## src/rtl/adc5g_tx_pkg.sv

```systemverilog
// Shared encodings and sizing for the 5G ADC frame transmitter.
// Mode values match the control register field driven into the mode port.
package adc5g_tx_pkg;

  typedef enum logic [1:0] {
    MODE_RAMP  = 2'd0,
    MODE_CONST = 2'd1,
    MODE_FIFO  = 2'd2,
    MODE_ALT   = 2'd3
  } mode_e;

  typedef enum logic [1:0] {
    ST_IDLE = 2'd0,
    ST_PRE  = 2'd1,
    ST_RUN  = 2'd2
  } state_e;

  localparam int DW_DEF      = 4;
  localparam int NLANE_DEF   = 8;
  localparam int FRAME_W_DEF = 2 * NLANE_DEF * DW_DEF;

  function automatic int frame_w(input int dw, input int nlane);
    return 2 * nlane * dw;
  endfunction

endpackage

```

## src/rtl/adc5g_tx_fifo.sv

```systemverilog
// Synchronous frame FIFO; head word is readable combinationally from rdata.
// Status comes from the registered count, so a pop never frees space in the same cycle.
module adc5g_tx_fifo
  import adc5g_tx_pkg::*;
#(
  parameter int W     = FRAME_W_DEF,
  parameter int DEPTH = 16
) (
  input  logic                     clk,
  input  logic                     rst,
  input  logic                     push,
  input  logic                     pop,
  input  logic [W-1:0]             wdata,
  output logic [W-1:0]             rdata,
  output logic                     empty,
  output logic [$clog2(DEPTH):0]   count
);

  localparam int AW = $clog2(DEPTH);

  logic [W-1:0]  mem [DEPTH];
  logic [AW-1:0] wptr;
  logic [AW-1:0] rptr;
  logic          full;
  logic          do_push;
  logic          do_pop;

  assign full    = (count == (AW+1)'(DEPTH));
  assign empty   = (count == '0);
  assign do_push = push && !full;
  assign do_pop  = pop && !empty;
  assign rdata   = mem[rptr];

  always_ff @(posedge clk or posedge rst) begin
    if (rst) begin
      wptr  <= '0;
      rptr  <= '0;
      count <= '0;
    end else begin
      if (do_push) wptr <= wptr + 1'b1;
      if (do_pop)  rptr <= rptr + 1'b1;
      case ({do_push, do_pop})
        2'b10:   count <= count + 1'b1;
        2'b01:   count <= count - 1'b1;
        default: count <= count;
      endcase
    end
  end

  // Storage needs no reset; contents are only visible once counted in.
  always_ff @(posedge clk) begin
    if (do_push) mem[wptr] <= wdata;
  end

endmodule

```

## src/rtl/adc_5g_frame_tx.sv

```systemverilog
// Stand-in for the 5G ADC demux receiver: emits I/Q lane frames, sync, overrange and valid
// from an internal pattern generator or from frames queued through a valid/ready port.
module adc_5g_frame_tx
  import adc5g_tx_pkg::*;
#(
  parameter int DW          = DW_DEF,
  parameter int NLANE       = NLANE_DEF,
  parameter int SYNC_PERIOD = 1024,
  parameter int FIFO_DEPTH  = 16
) (
  input  logic                      ctrl_clk_in,
  input  logic                      ctrl_reset,
  input  logic                      enable,
  input  logic [1:0]                mode,
  input  logic [DW-1:0]             const_val,
  input  logic                      clr_underflow,
  input  logic [2*NLANE*DW-1:0]     in_data,
  input  logic                      in_valid,
  output logic                      in_ready,
  output logic [NLANE*DW-1:0]       out_datai,
  output logic [NLANE*DW-1:0]       out_dataq,
  output logic [1:0]                out_outofrange,
  output logic [3:0]                out_sync,
  output logic                      out_data_valid,
  output logic                      underflow
);

  localparam int FW = frame_w(DW, NLANE);
  localparam int LW = NLANE * DW;
  localparam int SW = $clog2(SYNC_PERIOD);
  localparam int CW = $clog2(FIFO_DEPTH) + 1;

  state_e          state;
  mode_e           mode_q;
  logic            pre_cnt;
  logic [SW-1:0]   sync_cnt;
  logic [DW-1:0]   base;
  logic [FW-1:0]   fifo_rdata;
  logic            fifo_empty;
  logic [CW-1:0]   fifo_count;
  logic            run_act;
  logic            pop;
  logic            src_valid;
  logic [LW-1:0]   src_i;
  logic [LW-1:0]   src_q;

  function automatic logic any_ones(input logic [LW-1:0] v);
    logic r;
    r = 1'b0;
    for (int k = 0; k < NLANE; k++) begin
      if (&v[k*DW +: DW]) r = 1'b1;
    end
    return r;
  endfunction

  assign mode_q   = mode_e'(mode);
  assign in_ready = (fifo_count < CW'(FIFO_DEPTH));

  // The PRE->RUN edge already registers RUN cycle 0, so the first frame lands in the first RUN cycle.
  assign run_act  = enable && ((state == ST_PRE && pre_cnt) || state == ST_RUN);
  assign pop      = run_act && (mode_q == MODE_FIFO) && !fifo_empty;

  adc5g_tx_fifo #(.W(FW), .DEPTH(FIFO_DEPTH)) u_fifo (
    .clk   (ctrl_clk_in),
    .rst   (ctrl_reset),
    .push  (in_valid),
    .pop   (pop),
    .wdata (in_data),
    .rdata (fifo_rdata),
    .empty (fifo_empty),
    .count (fifo_count)
  );

  always_comb begin
    src_i     = '0;
    src_q     = '0;
    src_valid = 1'b1;
    case (mode_q)
      MODE_RAMP: begin
        for (int k = 0; k < NLANE; k++) begin
          src_i[k*DW +: DW] = base + DW'(k);
          src_q[k*DW +: DW] = base + DW'(NLANE + k);
        end
      end
      MODE_CONST: begin
        src_i = {NLANE{const_val}};
        src_q = {NLANE{const_val}};
      end
      MODE_FIFO: begin
        src_i     = fifo_rdata[LW-1:0];
        src_q     = fifo_rdata[FW-1:LW];
        src_valid = !fifo_empty;
      end
      default: begin
        src_i = {LW{sync_cnt[0]}};
        src_q = {LW{sync_cnt[0]}};
      end
    endcase
  end

  always_ff @(posedge ctrl_clk_in or posedge ctrl_reset) begin
    if (ctrl_reset) begin
      state          <= ST_IDLE;
      pre_cnt        <= 1'b0;
      sync_cnt       <= '0;
      base           <= '0;
      out_datai      <= '0;
      out_dataq      <= '0;
      out_outofrange <= 2'b00;
      out_sync       <= 4'h0;
      out_data_valid <= 1'b0;
    end else begin
      case (state)
        ST_IDLE: begin
          pre_cnt <= 1'b0;
          if (enable) state <= ST_PRE;
        end
        ST_PRE: begin
          if (!enable)     state <= ST_IDLE;
          else if (pre_cnt) state <= ST_RUN;
          else             pre_cnt <= 1'b1;
        end
        ST_RUN: begin
          if (!enable) state <= ST_IDLE;
        end
        default: state <= ST_IDLE;
      endcase

      if (run_act) begin
        sync_cnt <= sync_cnt + 1'b1;
        base     <= base + DW'(2 * NLANE);
        out_sync <= {4{sync_cnt == '0}};
        if (src_valid) begin
          out_datai      <= src_i;
          out_dataq      <= src_q;
          out_outofrange <= {any_ones(src_q), any_ones(src_i)};
          out_data_valid <= 1'b1;
        end else begin
          out_outofrange <= 2'b00;
          out_data_valid <= 1'b0;
        end
      end else begin
        sync_cnt       <= '0;
        base           <= '0;
        out_datai      <= '0;
        out_dataq      <= '0;
        out_outofrange <= 2'b00;
        out_sync       <= 4'h0;
        out_data_valid <= 1'b0;
      end
    end
  end

  always_ff @(posedge ctrl_clk_in or posedge ctrl_reset) begin
    if (ctrl_reset)                                          underflow <= 1'b0;
    else if (clr_underflow)                                  underflow <= 1'b0;
    else if (run_act && mode_q == MODE_FIFO && fifo_empty)   underflow <= 1'b1;
  end

endmodule
```

## config.mk

```make
export PLATFORM = sky130hd
export DESIGN_NAME = adc_5g_frame_tx
export DESIGN_NICKNAME = d
export VERILOG_FILES = /design/src/rtl/adc5g_tx_pkg.sv /design/src/rtl/adc5g_tx_fifo.sv /design/src/rtl/adc_5g_frame_tx.sv
export SDC_FILE = /design/constraint.sdc
export NUM_CORES = 1
export LEC_CHECK = 0
export CAP_MARGIN = 40
export CORE_MARGIN = 2
export CORE_UTILIZATION = 50
export CTS_BUF_LIST = sky130_fd_sc_hd__clkbuf_8
export DETAILED_ROUTE_END_ITERATION = 12
export HOLD_SLACK_MARGIN = 0.15
export PLACE_DENSITY = 0.76
export REMOVE_ABC_BUFFERS = 1
export SLEW_MARGIN = 10
export SYNTH_ARGS = -nofsm -noshare
export SYNTH_HDL_FRONTEND = slang
export SYNTH_SLANG_ARGS = --single-unit
```

## constraint.sdc

```tcl
create_clock -name ctrl_clk_in -period 7.25 [get_ports ctrl_clk_in]
set_clock_uncertainty 0.15 [all_clocks]
set_input_delay 1.8125 -clock ctrl_clk_in [delete_from_list [all_inputs] [get_ports ctrl_clk_in]]
set_output_delay 1.8125 -clock ctrl_clk_in [all_outputs]
set_load 0.05 [all_outputs]
```

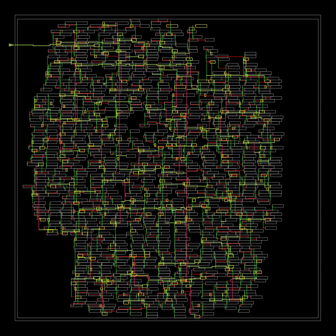
(clock nets)
power in the clock group: 4.88 mW
clk sinks: 1119
CTS Buf Count: 166
clock insertion delay at the later pin of the skew report: 0.84 ns
# clk buffers: 176

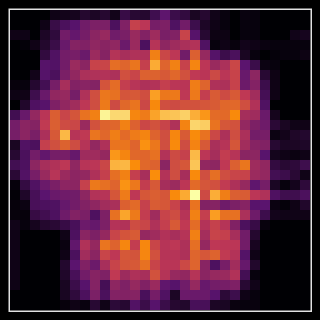
(routed metal per tile)
(1 px per micron) 30 x 30 tiles, from black (low) to pale yellow (high), scaled to the fullest tile. Values are wire area over tile area, all layers added.
densest ninth of the die: centre
tiles over half the peak: 28%
nearly empty tiles: 16%

==> results.txt <==
yosys + openroad results -> Synth Area per Inst=18.7 sq um, YS chip area=44000 sq um, Comb gates=1074, Seq share, synth=0.754, fin crit share=0.600, crit path to=out_outofrange[1], WHS Path Cells=1, initial antenna violation count=12, Synth mux share=0.134, Non-clock buffers=212, largest net degree at the start of global routing=77, Flops=1119, cell taking the most area after synthesis=edfxtp_1, Psw=5.52 mW, slew margin rel.=0.393, Adders+Majority by Area=0.00359, vias in the first global route=24.3k, Tmin final=4.35 ns, Most flops, register=u_fifo.mem, top cell category=flip-flops and latches, clk tree area frac=0.0640, Leakage=17.1 nW, RSZ-0062 raised after global routing=false, Rows=108, CTS root buffer=clkbuf_8, total gr overflow=0, routed vias=24.4k, worst stage delay on the critical path=0.81 ns, number of enable flip-flop cells=1024, XOR/XNOR Fraction of Synth Area=0.00379, family with the most delay on the worst path=simple AND/OR/NAND/NOR gates, # Cells Yosys=2345, Final WS setup=2.90 ns, Core Util, Final=0.576, GRT Max-Usage Layer=met2, Worst Setup SP=mode[0], Dominant cell area share=0.700, Internal=11.9 mW, Worst EP arrival=4.93 ns, number of I/O pins=148, status=complete, no violations, Flop pwr share=0.457, Peak Freq=0.230 GHz, Tap Count=1155, max-slew violations=0, Log Warnings=30, count leader, synth=edfxtp_1, Max-Cap Viols=0, power per cell area=347 nW/um^2, WL final=115000 microns, VDD IR max=0.210 mV, cts hold-fix bufs=0, nets=2679, Initial Util=0.506, Seq. pwr=7.95 mW, FF+latch area=33100 sq um, measured slew at the worst slew-check pin=0.908 ns, First-pass DRT Iterations=7, Critical Path Source Type=input pin, cell area after synthesis=44000 sq um, min-delay worst type=flip-flop to flip-flop, worst reg2reg setup slack=3.32 ns, Hold Slack=0.339 ns, CTS HTree Levels=4, layout cells sized above 1=0.156, Ant. Diodes=5, Cells after DPL=3578, critical path endpoint category=flip-flop, hold path startpoint=pre_cnt, Hold Violations, Final=0, met3 routed WL=13500 microns, Starting DRT DRC Count=3861, critical path class=input pin to flip-flop, Clock transition at path regs=0.06 ns, Synth area leaders=edfxtp_1 70%, mux2i_1 5.9%, dfrtp_1 5.4%, cell types with the highest counts after synthesis=1024 x edfxtp_1, 260 x mux2i_1, 117 x nand2_1, 115 x a22oi_1, 95 x dfrtp_1, power group with the largest share=registers, Met1 Wirelength=42500 microns, GRT Total Usage=0.255, final-report setup violation count=0, Worst Path Max Fanout=18, GR Util met2=0.395
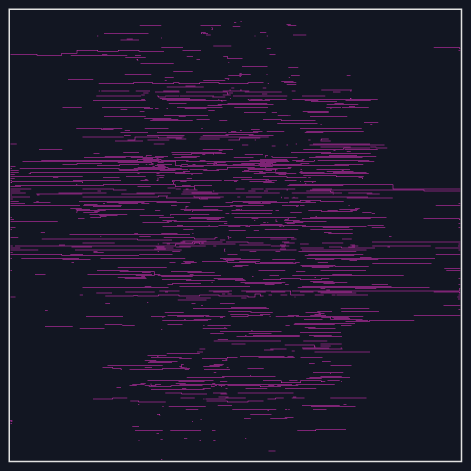
(signal wires on met3)
(1.5 px per micron)
wire length on this layer: 13500 microns
longest straight run: 111 microns
main direction: horizontal
nets with wire on the layer: 417
share of all routed wire: 12%

[cell usage in the layout, fill, tap and decap left out, types with 7 or more instances in the layout]
master	synthesis	routed
edfxtp_1	1024	1024
mux2i_1	260	260
clkbuf_8	0	176
clkdlybuf4s50_1	0	147
nand2_1	117	115
a22oi_1	115	115
mux4_2	94	94
dfrtp_1	95	91
a21oi_1	81	80
inv_1	17	71
nor2_1	80	64
nand3_1	45	45
buf_4	16	44
mux4_1	41	41
clkinv_1	2	32
o21ai_0	26	26
clkinv_2	0	23
a31oi_1	22	22
a22o_1	19	19
nor3_1	20	15
buf_12	5	14
nor2_4	0	13
a211oi_1	13	13
o211ai_1	13	13
xnor2_1	11	11
nand4_1	11	11
ha_1	11	11
mux2_2	10	10
a221oi_1	9	9
and3_1	8	8
xor2_1	8	8
nand2b_1	7	7
Power and IR drop assume default switching activity.
